--- src/rtl/adder_pkg.sv ---
// rtl/adder_pkg.sv - shared constants for the serial adder family
package adder_pkg;

  localparam logic [1:0] ST_IDLE = 2'd0;
  localparam logic [1:0] ST_RUN  = 2'd1;
  localparam logic [1:0] ST_DONE = 2'd2;

  localparam int WIDTH_MIN = 2;
  localparam int WIDTH_MAX = 32;

  function automatic logic width_ok(input int w);
    return (w >= WIDTH_MIN) && (w <= WIDTH_MAX);
  endfunction

endpackage

--- src/rtl/full_adder.sv ---
// rtl/full_adder.sv - full adder cell from two half adders and an OR
module full_adder (
  input  logic In1,
  input  logic In2,
  input  logic Cin,
  output logic Sum,
  output logic Carry
);

  logic s0;
  logic c0;
  logic c1;

  half_adder u_ha0 (
    .In1   (In1),
    .In2   (In2),
    .Sum   (s0),
    .Carry (c0)
  );

  half_adder u_ha1 (
    .In1   (s0),
    .In2   (Cin),
    .Sum   (Sum),
    .Carry (c1)
  );

  assign Carry = c0 | c1;

endmodule

--- src/rtl/half_adder.sv ---
// rtl/half_adder.sv - single-bit half adder primitive
module half_adder (
  input  logic In1,
  input  logic In2,
  output logic Sum,
  output logic Carry
);

  assign Sum   = In1 ^ In2;
  assign Carry = In1 & In2;

endmodule

--- src/rtl/serial_adder.sv ---
// rtl/serial_adder.sv - bit-serial WIDTH-bit adder, LSB first, start/done handshake
// Optional subtract mode (extra 'sub' port) enabled by SERIAL_ADDER_SUB_EN.
module serial_adder
  import adder_pkg::*;
#(
  parameter int WIDTH = 8,
  parameter int CNT_W = $clog2(WIDTH + 1)
) (
  input  logic             clk,
  input  logic             rst_n,
  input  logic             start,
  input  logic [WIDTH-1:0] a,
  input  logic [WIDTH-1:0] b,
  input  logic             cin,
`ifdef SERIAL_ADDER_SUB_EN
  input  logic             sub,
`endif
  output logic             busy,
  output logic             done,
  output logic [WIDTH-1:0] sum,
  output logic             cout
);

  logic [1:0]       state;
  logic [1:0]       state_nxt;
  logic [WIDTH-1:0] a_sr;
  logic [WIDTH-1:0] b_sr;
  logic [WIDTH-1:0] acc_sr;
  logic [WIDTH-1:0] acc_nxt;
  logic [CNT_W-1:0] cnt;
  logic             carry;
  logic             fa_sum;
  logic             fa_carry;
  logic             last_bit;
  logic [WIDTH-1:0] b_load;
  logic             c_load;

  // Subtraction is a + ~b + 1; cin is ignored in that mode.
`ifdef SERIAL_ADDER_SUB_EN
  assign b_load = sub ? ~b : b;
  assign c_load = sub ? 1'b1 : cin;
`else
  assign b_load = b;
  assign c_load = cin;
`endif

  full_adder u_fa (
    .In1   (a_sr[0]),
    .In2   (b_sr[0]),
    .Cin   (carry),
    .Sum   (fa_sum),
    .Carry (fa_carry)
  );

  assign acc_nxt  = {fa_sum, acc_sr[WIDTH-1:1]};
  assign last_bit = (cnt == CNT_W'(WIDTH - 1));

  always_comb begin
    state_nxt = state;
    case (state)
      ST_IDLE: if (start) state_nxt = ST_RUN;
      ST_RUN:  if (last_bit) state_nxt = ST_DONE;
      ST_DONE: state_nxt = ST_IDLE;
      default: state_nxt = ST_IDLE;
    endcase
  end

  // busy/done are registered from the next state so they line up with it.
  always_ff @(posedge clk or negedge rst_n) begin
    if (!rst_n) begin
      state  <= ST_IDLE;
      a_sr   <= '0;
      b_sr   <= '0;
      acc_sr <= '0;
      cnt    <= '0;
      carry  <= 1'b0;
      sum    <= '0;
      cout   <= 1'b0;
      busy   <= 1'b0;
      done   <= 1'b0;
    end else begin
      state <= state_nxt;
      busy  <= (state_nxt == ST_RUN);
      done  <= (state_nxt == ST_DONE);
      case (state)
        ST_IDLE: begin
          if (start) begin
            a_sr  <= a;
            b_sr  <= b_load;
            carry <= c_load;
            cnt   <= '0;
          end
        end
        ST_RUN: begin
          a_sr   <= {1'b0, a_sr[WIDTH-1:1]};
          b_sr   <= {1'b0, b_sr[WIDTH-1:1]};
          acc_sr <= acc_nxt;
          carry  <= fa_carry;
          cnt    <= cnt + CNT_W'(1);
          if (last_bit) begin
            sum  <= acc_nxt;
            cout <= fa_carry;
          end
        end
        default: ;
      endcase
    end
  end

endmodule

--- config.mk ---
export PLATFORM = sky130hd
export DESIGN_NAME = serial_adder
export DESIGN_NICKNAME = d
export VERILOG_FILES = /design/src/rtl/adder_pkg.sv /design/src/rtl/full_adder.sv /design/src/rtl/half_adder.sv /design/src/rtl/serial_adder.sv
export SDC_FILE = /design/constraint.sdc
export NUM_CORES = 1
export LEC_CHECK = 0
export ABC_AREA = 1
export CORE_ASPECT_RATIO = 1.2
export CORE_MARGIN = 2
export CORE_UTILIZATION = 30
export DETAILED_ROUTE_END_ITERATION = 10
export GPL_TIMING_DRIVEN = 0
export HOLD_SLACK_MARGIN = 0.12
export PLACE_DENSITY = 0.49
export SETUP_SLACK_MARGIN = 0.1
export SLEW_MARGIN = 5
export SYNTH_ARGS = -nofsm -noshare
export SYNTH_HDL_FRONTEND = slang
export SYNTH_SLANG_ARGS = --single-unit
--- constraint.sdc ---
create_clock -name clk -period 1.8 [get_ports clk]
set_input_delay 0.36 -clock clk [delete_from_list [all_inputs] [get_ports clk]]
set_output_delay 0.36 -clock clk [all_outputs]
set_load 0.005 [all_outputs]
Fig. 1: run 1, the metal 1 layer
Scale: 6 px per um. Supply wires on this layer in grey.
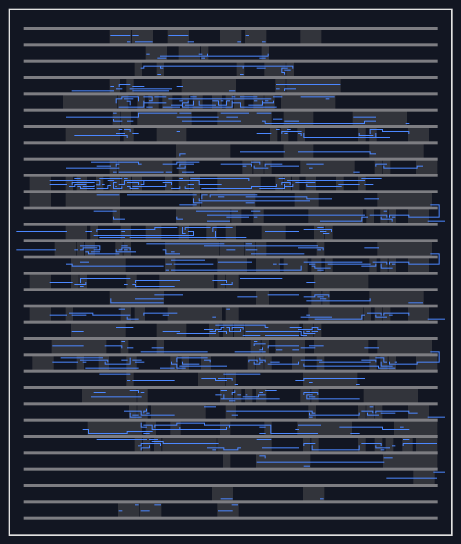
wire length on this layer: 1,690 um
main direction: horizontal
nets with wire on the layer: 224
via count: 1,355
final wirelength: 3570 um
grt met1 use: 0.153

Fig. 2: run 1, met2 routing
Scale: 6 px per um.
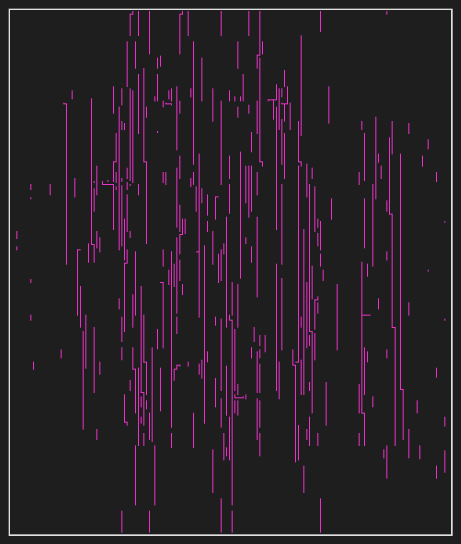
wire length on this layer: 1,740 um
nets with wire on the layer: 187
grt met2 use: 0.195

Fig. 3: run 1, met3 routing
Scale: 6 px per um.
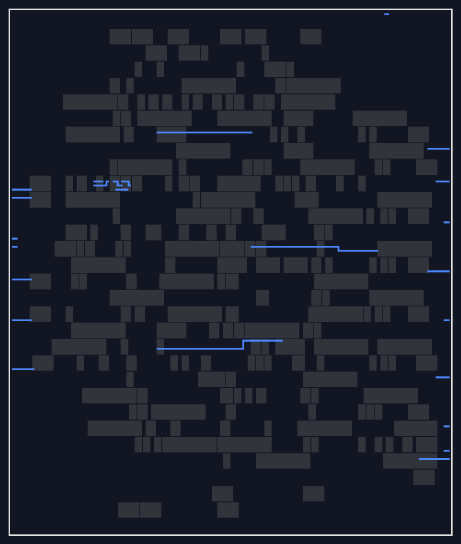
main direction: horizontal
share of all routed wire: 2.9%
GR Util met3: 0.0382

[run 1: per-stage QoR]
step	cell area, um2	setup slack [ns]	setup TNS, ns
floorplan	1740	0.667	0
global placement	2120	-0.717	-29.30
detailed placement	2130	0.163	0
CTS	2230	0.279	0
global route	2230	0.235	0
finish	2230	0.302	0
[run 1: kinds of logic after synthesis]
group | share of synthesized area
AND/OR/NAND/NOR | 0.310
flip-flops | 0.590
buffers and inverters | 0.0525
adder cells (fa/ha/maj) | 0.0187
AND-OR/OR-AND | 0.0288
[run 1: power breakdown]
part	internal, uW	total (uW)	leakage (uW)	switching [uW]
sequential	1290	1520	0.000529	226
combinational	611	1330	0.000503	716
clock	304	593	0.0000443	289
total	2210	3440	0.00108	1230
[run 1: worst register-to-register path, cell delays in order (launching register included)]
cell and delay [ns]:
dfrtp_1 0.40, ha_1 0.21, nand3_1 0.16, nor2_4 0.15
buf_6 0.15, nand2_1 0.06, nand2_1 0.05
[run 1: cell type report]
cell class / instances / share of cell area
sequential: 41 / 0.460
multi-input combinational: 136 / 0.279
timing repair buffer: 32 / 0.146
clock buffer: 7 / 0.0387
tap: 64 / 0.0359
buffer: 9 / 0.0297
inverter: 6 / 0.0112
[run 1: state kept, by name, indices dropped and copies added, names as in the netlist]
| signal | count |
|---|---|
| carry | 1 |
| sum | 8 |
| a_sr | 8 |
| done | 1 |
| acc_sr | 7 |
| cout | 1 |
| busy | 1 |
| cnt | 4 |
| state | 2 |
| b_sr | 8 |
[run 1: how the worst min path moves through the flow]
stage,endpoint,slack (ns),cells after the start
after floorplan,a_sr[0],0.06,0
after detailed placement,sum[1],0.28,1
after global routing,sum[7],0.50,2
after global placement,sum[4],0.45,2
after CTS,sum[6],0.48,2
final,sum[6],0.47,2
==> run summary, run 1 <==
fresh numbers from the pnr run: Worst Tran Pin Value=around 0.32 ns, cell with the most instances after synthesis=nand2_1, Leak=about 0.0011 uW, Yosys Instances=roughly 190, Die W=73.5 um, Setup crit start=cout, layout cells sized above 1=0.104, total power=3440 uW, Final Core Density=0.396, Finished Layout Cells=around 300, Top Layout Cells=nand2_1 (76), dfrtp_1 (41), nand3_1 (39), clkdlybuf4s50_1 (29), o21ai_0 (8), Clock Root Buffer=clkbuf_8, Critical Path Max Stage Delay=roughly 0.50 ns, Yosys reg bits=41, post-route ant nets=0, instance count on the critical path=1, routed metal-1 wire length=roughly 1700 um, Die H=slightly below 90 um, GP Congestion=roughly 0.66, final tally of max-slew violations=0, Flop area=1030 um2, area of the multi-input gates=around 620 um2, I/O pin count=31, Unique masters post-synth=17, core footprint=between 5000 and 6000 um2, post-CTS setup buffer count=0, grt peak-use layer=met2, CP top delay family=buffers and inverters, Max Cap Viol=0, Hold Worst Slack=0.474 ns, CP bufs+invs=1, Post-Synthesis Cell Area=approximately 1700 um2, status=finished, final reports clean, Detailed Place HPWL=2510 um, cell area power density=~1500 nW/um2, Async S/R FF share, synth=1.00, Clock Latency Late Sink=around 0.28 ns, cycle use final=0.832, vias in the first global route=~1,200, area delta synth->final=28.3%, most numerous logic cell after layout=nand2_1, cell total after placement=~290, Synth area leader=dfrtp_1, num rows=30, Post-layout nets=253, largest net degree at the start of global routing=30, CTS tree=yes, critical path cell sequence=clkdlybuf4s50_1, FILL cells=~600, GRT Util Overall=0.123, Reg-to-Reg Start=cnt[0], Max Freq=~670 MHz, Relative slew margins=0.788, Via density=4.59, Post-synth EDFFs=0, RSZ-0062 raised after global routing=false, post_cts resized=0, Worst-path clk slew=~0.070 ns, first-pass GRT wire length=5870 um, Setup CP Type=reg2out, Routed WL per cell=between 10 and 15 um, yosys synthesis warning count=0, H-tree depth=2
Fig. 4: run 1, routed clock nets over the placement
Scale: 3 px per um.
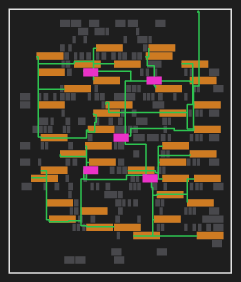

## Run 2: what changed since run 1
Clock period 1.8 ns to 1.4 ns, I/O delays scaled along.
Fig. 5: run 2, routed clock nets over the placement
Scale: 3 px per um.
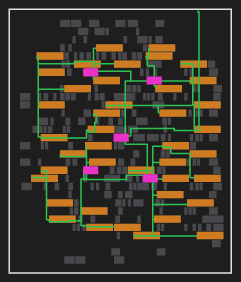
[flip-flops] orange | count: 41
[cells driving clock nets] magenta | count: 5
[clock wires] green | length: 550 um
routed clock nets: 6
clk pwr: 763 uW
Clock Latency Late Sink: 0.28 ns
Clock Skews: 0.00241 ns

Fig. 6: run 2, congestion heat map
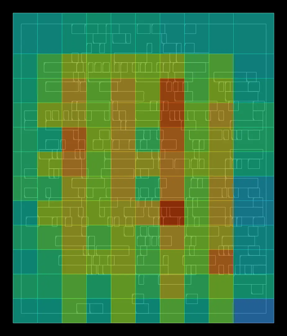
grt peak-use layer: met2
GRT Util Overall: 0.124
Routed WL per cell: 12.2 um

Fig. 7: run 2, met2 routing
Scale: 6 px per um.
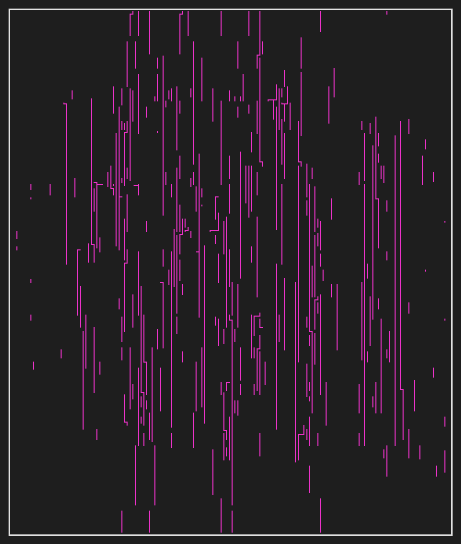
share of all routed wire: 49%
wire length on this layer: 1,830 um
longest straight run: 51.7 um
main direction: vertical
nets with wire on the layer: 200
via count: 1,385
grt met2 use: 0.199
final wirelength: 3720 um

==> run summary, run 2 <==
fresh numbers from the pnr run: Hold Worst Slack=0.412 ns (was 0.474 ns), Reg-to-Reg Start=cnt[1] (was cnt[0]), Post-Synthesis Cells=192 (unchanged), num rows=30 (unchanged), Yosys Instances=192 (unchanged), HP Class=in2async (was reg2reg), CTS Sinks=41 (unchanged), Max Cap Viol=0 (unchanged), instance count on the critical path=1 (unchanged), Synth area leader=dfrtp_1 (unchanged), Top Layout Cells=nand2_1 (76), dfrtp_1 (41), nand3_1 (38), clkdlybuf4s50_1 (18), dlygate4sd2_1 (11) (was nand2_1 (76), dfrtp_1 (41), nand3_1 (39), clkdlybuf4s50_1 (29), o21ai_0 (8)), final setup fails=0 (unchanged), FILL cells=610 (was 617), CP bufs+invs=1 (unchanged), yosys synthesis warning count=0 (unchanged), CP top delay family=flip-flops (was buffers and inverters), Die H=87.4 um (unchanged), Post-synth EDFFs=0 (unchanged), Pre-antenna DRT Iters=4 (unchanged), vias in the first global route=1,251 (was 1,231), DR DRC count=0 (unchanged), status=finished, final reports clean (unchanged), Top-area cell share=0.590 (unchanged), setup TNS=0 ns (unchanged), Worst-path clk slew=0.07 ns (about the same), Worst Tran Pin Value=0.319 ns (was 0.317 ns), gr ovfl total=0 (unchanged), Tmin final=between 1 and 1.5 ns, Critical Path End=sum[0] (was cout), Leak=0.00115 uW (was 0.00108 uW), Chip Area, Yosys=1740 um2 (unchanged), tool warnings=27 (was 26), layout cells sized above 1=0.154 (was 0.104), Regs by FF count=a_sr: 8 flops, b_sr: 8 flops, sum: 8 flops (unchanged), Critical Path Max Stage Delay=0.38 ns (was 0.50 ns), Detailed Place HPWL=2510 um (unchanged), GP Congestion=0.656 (unchanged), critical path arrival=0.92 ns (was 1.14 ns), cell total after placement=287 (unchanged), reg2reg setup slack=0.23 ns (was 0.56 ns), largest net degree at the start of global routing=30 (unchanged), CTS tree=yes (unchanged), first-pass GRT wire length=5930 um (was 5870 um), Unique masters post-synth=17 (unchanged), I/O pin count=31 (unchanged), Yosys reg bits=41 (unchanged), FF-to-FF End=cout (was sum[6]), sequential area share after synthesis=0.590 (unchanged), Syn Area/Cell=9.06 um2 (unchanged), Finished Layout Cells=305 (was 295), Worst Setup End Kind=output pin (unchanged), Post-Synthesis Cell Area=1740 um2 (unchanged), Clock Root Buffer=clkbuf_8 (unchanged), Num CTS Buffers=5 (unchanged), Clock Tree Buf Depth=2 (unchanged), most numerous logic cell after layout=nand2_1 (unchanged), Die W=73.5 um (unchanged), Setup CP Type=reg2out (unchanged), post-route ant nets=0 (unchanged), pre-CTS setup slack=-0.157 ns (was 0.163 ns), # diodes=0 (unchanged), Setup crit start=sum[0] (was cout), cell with the most instances after synthesis=nand2_1 (unchanged), Relative slew margins=0.788 (about the same), die area=6420 um2 (unchanged), Via density=4.54 (was 4.59), Critical Path Start Type=register (unchanged), Async S/R FF share, synth=1.00 (unchanged), worst r2r path cells=6 (unchanged), final tally of max-slew violations=0 (unchanged), Post-layout nets=263 (was 253), area delta synth->final=32.6% (was 28.3%), RSZ-0062 raised after global routing=true (was false), Max Freq=around 830 MHz, cell area power density=1970 nW/um2 (was 1540 nW/um2), cycle use final=0.861, core footprint=5630 um2 (unchanged), H-tree depth=2 (unchanged), Setup WS post-layout=0.195 ns (was 0.302 ns), critical path cell sequence=dlygate4sd2_1 (was clkdlybuf4s50_1), total power=4540 uW (was 3440 uW)
-- run 2: cell count changes in the layout (fill, tap and decap cells not counted), sizes merged --
cell	previous run	this run
nand2	79	80
buf	11	20
clkdlybuf4s50	29	18
dlygate4sd2	0	11
-- run 2: logic make-up after synthesis --
logic type,after synthesis,share of synthesized area
AND-OR/OR-AND,10,0.0288
AND/OR/NAND/NOR,124,0.310
buffers and inverters,15,0.0525
flip-flops,41,0.590
adder cells (fa/ha/maj),2,0.0187
-- run 2: per-stage QoR --
step / utilization / area [um2]
2_1_floorplan: - / 1740
3_3_place_gp: 0.376 / 2120
3_5_place_dp: 0.379 / 2130
4_1_cts: 0.400 / 2250
5_1_grt: 0.410 / 2310
6_report: 0.410 / 2310
-- run 2: metal layers --
layer	global-route usage	up-vias	part of all wire
li1	-	715	-
met5	0	-	0
met4	0.0496	0	0.010
met1	0.153	641	0.47
met3	0.0382	2	0.032
met2	0.199	27	0.49
-- run 2: final cells by class --
| cell class | instances | area [um2] | area share |
|---|---|---|---|
| Inverter | 6 | 25.0 | 0.0109 |
| Timing Repair Buffer | 41 | 379 | 0.164 |
| Clock buffer | 7 | 86.3 | 0.0374 |
| Sequential cell | 41 | 1030 | 0.445 |
| Buffer | 9 | 66.3 | 0.0288 |
| Multi-Input combinational cell | 137 | 643 | 0.279 |
| Tap cell | 64 | 80.1 | 0.0347 |
-- run 2: report_power, final --
group	internal (uW)	total, uW	leakage [uW]	switching [uW]
combinational	838	1830	0.000578	993
sequential	1660	1950	0.000529	287
clock	391	763	0.0000443	373
total	2890	4540	0.00115	1650
-- run 2: timing repair --
action                                  4_1_cts  5_1_grt
hold endpoints to repair                     12        0
cloned                                        0        1
endpoints found under the setup margin       11       12
setup buffers                                 5        4
resized                                      11        5
pin swaps                                     0        3
hold buffers                                  1        0
## Run 3: what changed since run 2
Settings changed: GPL_ROUTABILITY_DRIVEN set to 0.
Fig. 8: run 3, met3 routing
Scale: 6 px per um.
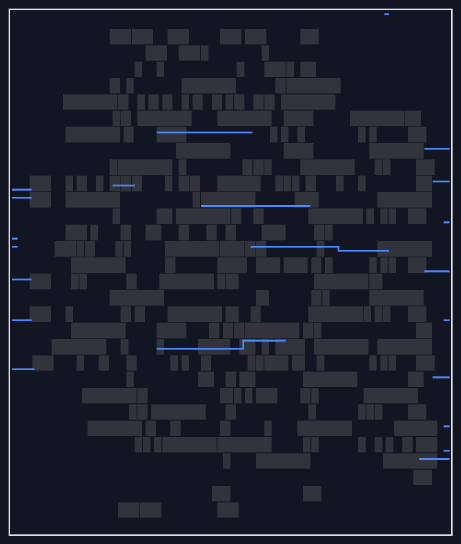
share of all routed wire: 3.2%
longest straight run: 17.9 um
nets with wire on the layer: 20
wire length on this layer: 121 um

Fig. 9: run 3, the metal 1 layer
Scale: 6 px per um. Supply wires on this layer in grey.
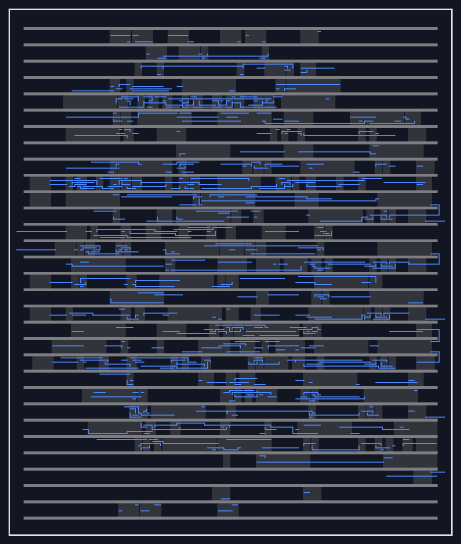
share of all routed wire: 47%
nets with wire on the layer: 234
longest straight run: 29.0 um

Fig. 10: run 3, congestion heat map
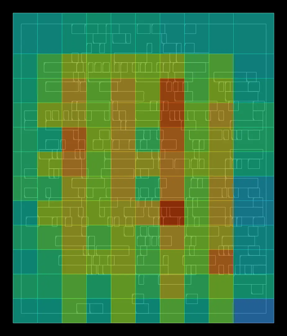
Final Core Density: 0.410

==> run summary, run 3 <==
fresh numbers from the pnr run: status=finished, final reports clean (unchanged), Max Cap Viol=0 (unchanged), Setup CP Type=reg2out (unchanged), FF-to-FF End=cout (unchanged), Num CTS Buffers=5 (unchanged), post-route ant nets=0 (unchanged), via count=1,385 (unchanged), CP top delay family=flip-flops (unchanged), die area=6420 um2 (unchanged), Worst Tran Pin Value=0.319 ns (unchanged), Clock Skews=0.00241 ns (unchanged), Tmin final=1.20 ns (unchanged), grt peak-use layer=met2 (unchanged), cycle use final=0.861 (unchanged), most numerous logic cell after layout=nand2_1 (unchanged), top cells by area=dfrtp_1 (59%), nand2_1 (16%), nand3_1 (11%), o21ai_0 (2.3%), buf_6 (1.9%) (unchanged), DP Area=2130 um2 (unchanged), layout cells sized above 1=0.154 (unchanged), Syn Area/Cell=9.06 um2 (unchanged), largest net degree at the start of global routing=30 (unchanged), Regs by FF count=a_sr: 8 flops, b_sr: 8 flops, sum: 8 flops (unchanged), first-pass GRT wire length=5930 um (unchanged), Worst Setup End Kind=output pin (unchanged), CTS tree=yes (unchanged), Routed WL per cell=12.2 um (unchanged), yosys synthesis warning count=0 (unchanged), GRT Util Overall=0.124 (unchanged), cell area power density=1970 nW/um2 (unchanged), Die H=87.4 um (unchanged), Yosys reg bits=41 (unchanged), Leak=0.00115 uW (unchanged), cell total after placement=287 (unchanged), I/O pin count=31 (unchanged), Setup WS post-layout=0.195 ns (unchanged), Post-Synthesis Cells=192 (unchanged), Clock Tree Buf Depth=2 (unchanged), final setup fails=0 (unchanged), grt met2 use=0.199 (unchanged), post-CTS setup buffer count=5 (unchanged), final tally of max-slew violations=0 (unchanged), Clock Root Buffer=clkbuf_8 (unchanged), Top-area cell share=0.590 (unchanged), Finished Layout Cells=305 (unchanged), Via density=4.54 (unchanged), setup TNS=0 ns (unchanged), CP bufs+invs=1 (unchanged), Hold Worst Slack=0.412 ns (unchanged), FP Util=0.309 (unchanged), Reg-to-Reg Start=cnt[1] (unchanged), total power=4540 uW (unchanged), Die W=73.5 um (unchanged), # diodes=0 (unchanged), Post-synth EDFFs=0 (unchanged), num rows=30 (unchanged), sequential area share after synthesis=0.590 (unchanged), final wirelength=3720 um (unchanged), Critical Path Max Stage Delay=0.38 ns (about the same), Pre-antenna DRT Iters=4 (unchanged), Clock Latency Late Sink=0.28 ns (about the same), HP Class=in2async (unchanged), Post-layout nets=263 (unchanged), critical path arrival=0.92 ns (about the same), CTS Sinks=41 (unchanged), grt met1 use=0.153 (unchanged), critical path cell sequence=dlygate4sd2_1 (unchanged), gr ovfl total=0 (unchanged), Synth area leader=dfrtp_1 (unchanged), Async S/R FF share, synth=1.00 (unchanged), Relative slew margins=0.788 (unchanged), tool warnings=27 (unchanged), Worst-path clk slew=0.07 ns (about the same), CTS Hold Bufs=1 (unchanged), Unique masters post-synth=17 (unchanged), area delta synth->final=32.6% (unchanged), reg2reg setup slack=0.23 ns (about the same), DR DRC count=0 (unchanged), Top Layout Cells=nand2_1 (76), dfrtp_1 (41), nand3_1 (38), clkdlybuf4s50_1 (18), dlygate4sd2_1 (11) (unchanged), cell with the most instances after synthesis=nand2_1 (unchanged), vias in the first global route=1,251 (unchanged), GR Util met3=0.0382 (unchanged), Max Freq=830 MHz (unchanged), Critical Path Start Type=register (unchanged), Detailed Place HPWL=2510 um (unchanged)
run 3: cell counts after synthesis:
No cell type changed its count.
run 3: final cells by class:
| type | instances | area, um2 |
|---|---|---|
| sequential | 41 | 1030 |
| timing repair buffer | 41 | 379 |
| inverter | 6 | 25.0 |
| multi-input combinational | 137 | 643 |
| fill | 610 | 3320 |
| buffer | 9 | 66.3 |
| tap | 64 | 80.1 |
| clock buffer | 7 | 86.3 |
run 3: where the power goes:
| part | total [uW] | internal [uW] | switching, uW |
|---|---|---|---|
| Combinational | 1830 | 838 | 993 |
| Clock | 763 | 391 | 373 |
| Sequential | 1950 | 1660 | 287 |
run 3: metal layers:
layer / part of all wire / up-vias
met5: 0 / -
met4: 0.010 / 0
met3: 0.032 / 2
met2: 0.49 / 27
met1: 0.47 / 641
li1: - / 715
run 3: worst reg2reg max path, cell delays in order (launching register included):
cell and delay (ns):
dfrtp_1 0.38, ha_2 0.21, nand2_1 0.10, nor2_4 0.13
nand2_2 0.12, nand2_1 0.08, nand2_1 0.05
run 3: worst max path at each step:
| stage | slack, ns | endpoint | from | cells past startpoint |
|---|---|---|---|---|
| floorplan | 0.27 | sum[1] | cnt[0] | 6 |
| global placement | -1.04 | b_sr[5] | rst_n | 1 |
| detailed placement | -0.16 | a_sr[6] | start | 6 |
| CTS | 0.12 | sum[6] | cnt[0] | 6 |
| global route | 0.10 | sum[0] | cnt[1] | 6 |
| finish | 0.20 | sum[0] | sum[0] | 1 |
run 3: cell families (layout without fill, tap and decap cells):
kind of cell,after synthesis,after routing,synth area share
AND/OR/NAND/NOR,124,125,0.310
flip-flops,41,41,0.590
buffers and inverters,15,63,0.0525
AND-OR/OR-AND,10,10,0.0288
adder cells (fa/ha/maj),2,2,0.0187
Power is estimated from default activity; no workload was simulated.
